$ cat config.mk
export PLATFORM = sky130hd
export DESIGN_NAME = line_window_scanner
export DESIGN_NICKNAME = d
export VERILOG_FILES = /design/src/rtl/line_window_scanner.sv
export SDC_FILE = /design/constraint.sdc
export NUM_CORES = 1
export LEC_CHECK = 0
export ABC_AREA = 0
export CORE_MARGIN = 1.5
export CORE_UTILIZATION = 45
export CTS_BUF_LIST = sky130_fd_sc_hd__clkbuf_8
export DETAILED_ROUTE_END_ITERATION = 8
export PLACE_DENSITY = 0.75
export SLEW_MARGIN = 20
export SYNTH_ARGS = -nofsm -noshare
export SYNTH_HDL_FRONTEND = slang
export SYNTH_SLANG_ARGS = --single-unit
$ cat constraint.sdc
create_clock -name clk -period 5.2 [get_ports clk]
set_input_delay 0.52 -clock clk [delete_from_list [all_inputs] [get_ports clk]]
set_output_delay 0.52 -clock clk [all_outputs]
set_load 0.01 [all_outputs]
$ cat src/rtl/line_window_scanner.sv
// line_window_scanner: reads the 9-cell line through a board point in four directions and streams own/opponent windows.
// Optional EDGE_AS_OPPONENT_EN: off-board cells are marked as opponent stones in win_b.
module line_window_scanner #(
   parameter int BOARD_N = 15
) (
   input  logic       clk,
   input  logic       rst_n,
   input  logic       start,
   input  logic [3:0] row,
   input  logic [3:0] col,
   input  logic       player,
   output logic       busy,
   output logic       done,
   output logic       err,
   output logic       rd_en,
   output logic [7:0] rd_addr,
   input  logic [1:0] rd_data,
   output logic       win_valid,
   input  logic       win_ready,
   output logic [8:0] win_a,
   output logic [8:0] win_b,
   output logic [1:0] win_dir,
   output logic       win_last
);
   typedef enum logic [2:0] {IDLE, CHECK, READ, PRESENT, DONE} state_t;
   state_t state_q, state_d;
   logic [3:0] row_q, row_d, col_q, col_d, k_q, k_d;
   logic [1:0] dir_q, dir_d;
   logic [8:0] a_q, a_d, b_q, b_d;
   logic [7:0] rd_addr_q, rd_addr_d;
   logic [11:0] nxt_p;
   logic [1:0] own;
   logic player_q, player_d, cap_q, busy_q, busy_d, done_q, done_d, err_q, err_d;
   logic rd_en_q, rd_en_d, valid_q, valid_d, last_q, last_d;

   // {row, col} of cell k as signed 6-bit pairs
   function automatic logic [11:0] pos(input logic [3:0] k, input logic [1:0] d,
                                       input logic [3:0] r0, input logic [3:0] c0);
      logic signed [5:0] o, r, c;
      o = $signed({2'b00, k}) - 6'sd4;
      r = $signed({2'b00, r0}) + (d == 2'd0 ? 6'sd0 : o);
      c = $signed({2'b00, c0}) + (d == 2'd1 ? 6'sd0 : d == 2'd3 ? -o : o);
      return {r, c};
   endfunction

   function automatic logic on_board(input logic [11:0] p);
      return !p[11] && !p[5] && p[10:6] < 5'(BOARD_N) && p[4:0] < 5'(BOARD_N);
   endfunction

   always_comb begin
      state_d  = state_q;
      row_d    = row_q;
      col_d    = col_q;
      player_d = player_q;
      k_d      = k_q;
      dir_d    = dir_q;
      a_d      = a_q;
      b_d      = b_q;
      err_d    = err_q;
      own      = player_q ? 2'b10 : 2'b01;
      case (state_q)
         IDLE: if (start) begin
            state_d  = CHECK;
            row_d    = row;
            col_d    = col;
            player_d = player;
            a_d      = '0;
            b_d      = '0;
            dir_d    = '0;
            err_d    = 1'b0;
         end
         CHECK: begin
            k_d     = '0;
            err_d   = 5'(row_q) >= 5'(BOARD_N) || 5'(col_q) >= 5'(BOARD_N);
            state_d = err_d ? DONE : READ;
         end
         READ: begin
            // data for the slot issued last cycle lands now, one bit behind k_q
            if (cap_q) begin
               a_d[k_q - 4'd1] = rd_data == own;
               b_d[k_q - 4'd1] = rd_data == ~own;
            end
`ifdef EDGE_AS_OPPONENT_EN
            if (k_q <= 4'd8 && !on_board(pos(k_q, dir_q, row_q, col_q))) b_d[k_q] = 1'b1;
`endif
            k_d = k_q + 4'd1;
            if (k_q == 4'd9) state_d = PRESENT;
         end
         PRESENT: if (win_ready) begin
            if (dir_q == 2'd3) state_d = DONE;
            else begin
               state_d = READ;
               dir_d   = dir_q + 2'd1;
               k_d     = '0;
               a_d     = '0;
               b_d     = '0;
            end
         end
         default: state_d = IDLE;
      endcase
      // outputs are registered, so they are derived from the next state
      nxt_p     = pos(k_d, dir_d, row_d, col_d);
      rd_en_d   = state_d == READ && k_d <= 4'd8 && on_board(nxt_p);
      rd_addr_d = rd_en_d ? 8'(nxt_p[9:6]) * 8'(BOARD_N) + 8'(nxt_p[3:0]) : rd_addr_q;
      busy_d    = state_d != IDLE;
      done_d    = state_d == DONE;
      valid_d   = state_d == PRESENT;
      last_d    = state_d == PRESENT && dir_d == 2'd3;
   end

   always_ff @(posedge clk or negedge rst_n) begin
      if (!rst_n) begin
         state_q   <= IDLE;
         row_q     <= '0;
         col_q     <= '0;
         player_q  <= 1'b0;
         k_q       <= '0;
         dir_q     <= '0;
         a_q       <= '0;
         b_q       <= '0;
         rd_addr_q <= '0;
         cap_q     <= 1'b0;
         busy_q    <= 1'b0;
         done_q    <= 1'b0;
         err_q     <= 1'b0;
         rd_en_q   <= 1'b0;
         valid_q   <= 1'b0;
         last_q    <= 1'b0;
      end else begin
         state_q   <= state_d;
         row_q     <= row_d;
         col_q     <= col_d;
         player_q  <= player_d;
         k_q       <= k_d;
         dir_q     <= dir_d;
         a_q       <= a_d;
         b_q       <= b_d;
         rd_addr_q <= rd_addr_d;
         cap_q     <= rd_en_q;
         busy_q    <= busy_d;
         done_q    <= done_d;
         err_q     <= err_d;
         rd_en_q   <= rd_en_d;
         valid_q   <= valid_d;
         last_q    <= last_d;
      end
   end

   assign busy      = busy_q;
   assign done      = done_q;
   assign err       = err_q;
   assign rd_en     = rd_en_q;
   assign rd_addr   = rd_addr_q;
   assign win_valid = valid_q;
   assign win_a     = a_q;
   assign win_b     = b_q;
   assign win_dir   = dir_q;
   assign win_last  = last_q;
endmodule

Figure 1. Supply network.
Scale bar: 20 um. Pins as bars on the die edge.
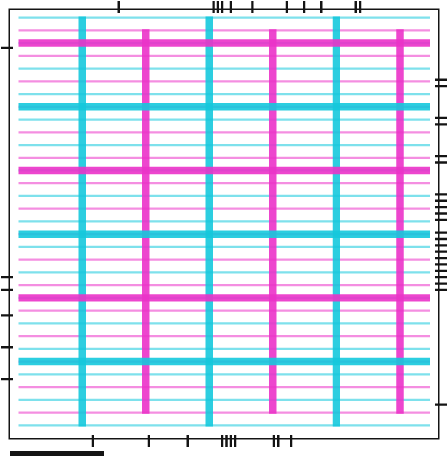
legend:
  VDD:
    colour: magenta
  VSS:
    colour: cyan
met4 straps: 6
rows: 32

Figure 2. Placement by cell class.
Scale bar: 20 um.
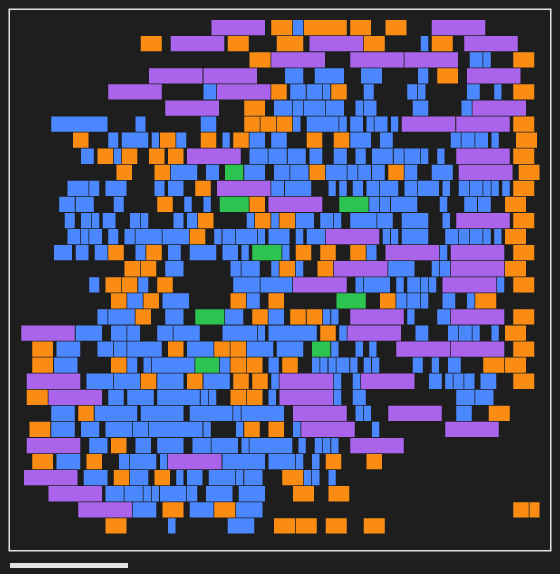
legend:
  flip-flops:
    colour: purple
    cells: 51
  clock drivers and dummy loads:
    colour: green
    cells: 8
  all other logic:
    colour: blue
    cells: 311
  other buffers and delay cells:
    colour: orange
    cells: 120

Figure 3. Clock distribution.
Scale bar: 20 um.
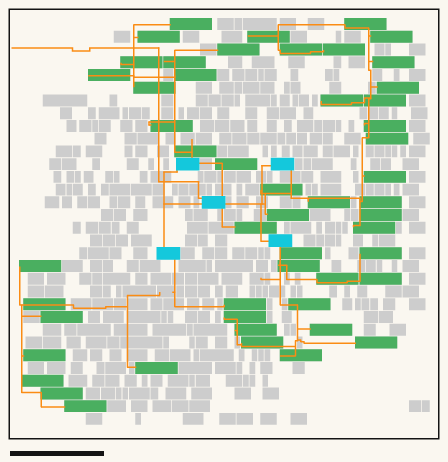
legend:
  clock wires:
    colour: orange
    length: 618 um
  cells driving clock nets:
    colour: cyan
    count: 5
  flip-flops:
    colour: green
    count: 51
flops lie: spread over the die
clk ins delay skew pair: 310 ps

Figure 4. Metal layers overlaid.
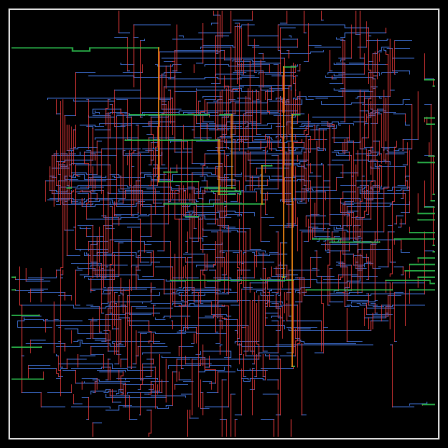
legend:
  met4:
    colour: orange
    wire_length: 163 um
  met2:
    colour: red
    wire_length: 4,190 um
  met1:
    colour: blue
    wire_length: 3,780 um
  met3:
    colour: green
    wire_length: 285 um

Figure 5. Routing congestion.
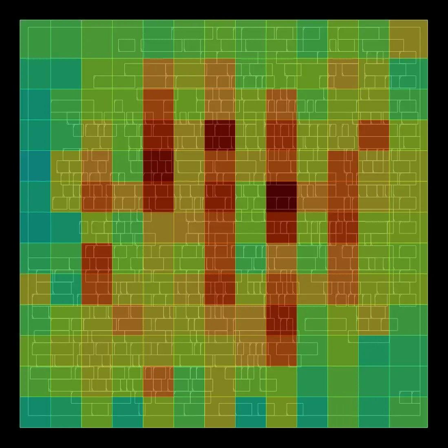
GRT met2 Usage: 36.0%
routed len/inst: 14.2 um
met3 GRT Util: 3.60%
Tot GR Track Use: 21.2%
fin util: 62.5%

==> reports/metrics.cfg <==
[synth]
netlist_logic_family_top=adder cells
syn_nets=434
mux_area_share_pct=3.99
ys_sh_aoi_pct=17.3
synth_cells=374
async_flop_share_pct=100
yosysSeqAreaShare_pct=36.3
common_cells=51 x dfrtp_1, 48 x nand2_1, 40 x inv_1
syn_avg_cell_area_um2=9.40
most_common_cell=dfrtp_1
yosysWarnings=0
yosys_cells=374
yosysTopAreaCell=dfrtp_1

[clock_tree]
clk_pin_slew_ps=100
cts_max_level=2
tritoncts=built
hold_buffers=0
cts_buffers=5
clock-sinks=51

[global_route]
grt_max_degree=52
grt_pass1_wl_mm=14.3

[drt]
via_per_inst=5.20
drt-met1-wl_mm=3.78
antenna_left=0
firstDrtPassIters=4

[setup_path]
cp_max_fo=4
crit_path_frequent_cell=fa_1
path_cells=clkdlybuf4s50_1 -> or4b_4 -> nand2_1 -> nand2_1 -> ha_2 -> fa_2 -> inv_2 -> fa_1 -> fa_1 -> fa_1 -> inv_1 -> ha_4 -> a21o_1 -> a21oi_2 -> o21bai_1 -> a21oi_1 -> xnor2_1 -> mux2_2
r2r_end=rd_addr[7]
critPathBufInv=3
critical-path-max-stage-delay_ps=590
timing.rr.start=state_q[1]
endpoint_kind=flip-flop
crit_slowest_cell=fa_2
r2r_slack_ps=300
crit_cells=18

[sta]
slew_violations=0
grt_setup_unrepaired=false
final.setup_skew_ps=9.31
fmax_ghz=0.197
whs_ps=316
worst_pin_slew_ps=661

[finish]
flop-count=51
signal_buffers=120
clkbuf_count=5
flop_area_mm2=0.00128
fillers=635
logic_gates=270
comb_share_pct=43.8

[floorplanning]
num_rows=32
die_x_um=91.4
die_area_mm2=0.00835
taps=102
ios=49
fp_util_pct=46.0

[place]
port_buffers=48
hpwlAfterDp_mm=6.58
pre_cts_slack_ps=-412
dpl.cell_count=578

[job]
openroad.warnings=38

[outcome]
status=finished, final reports clean

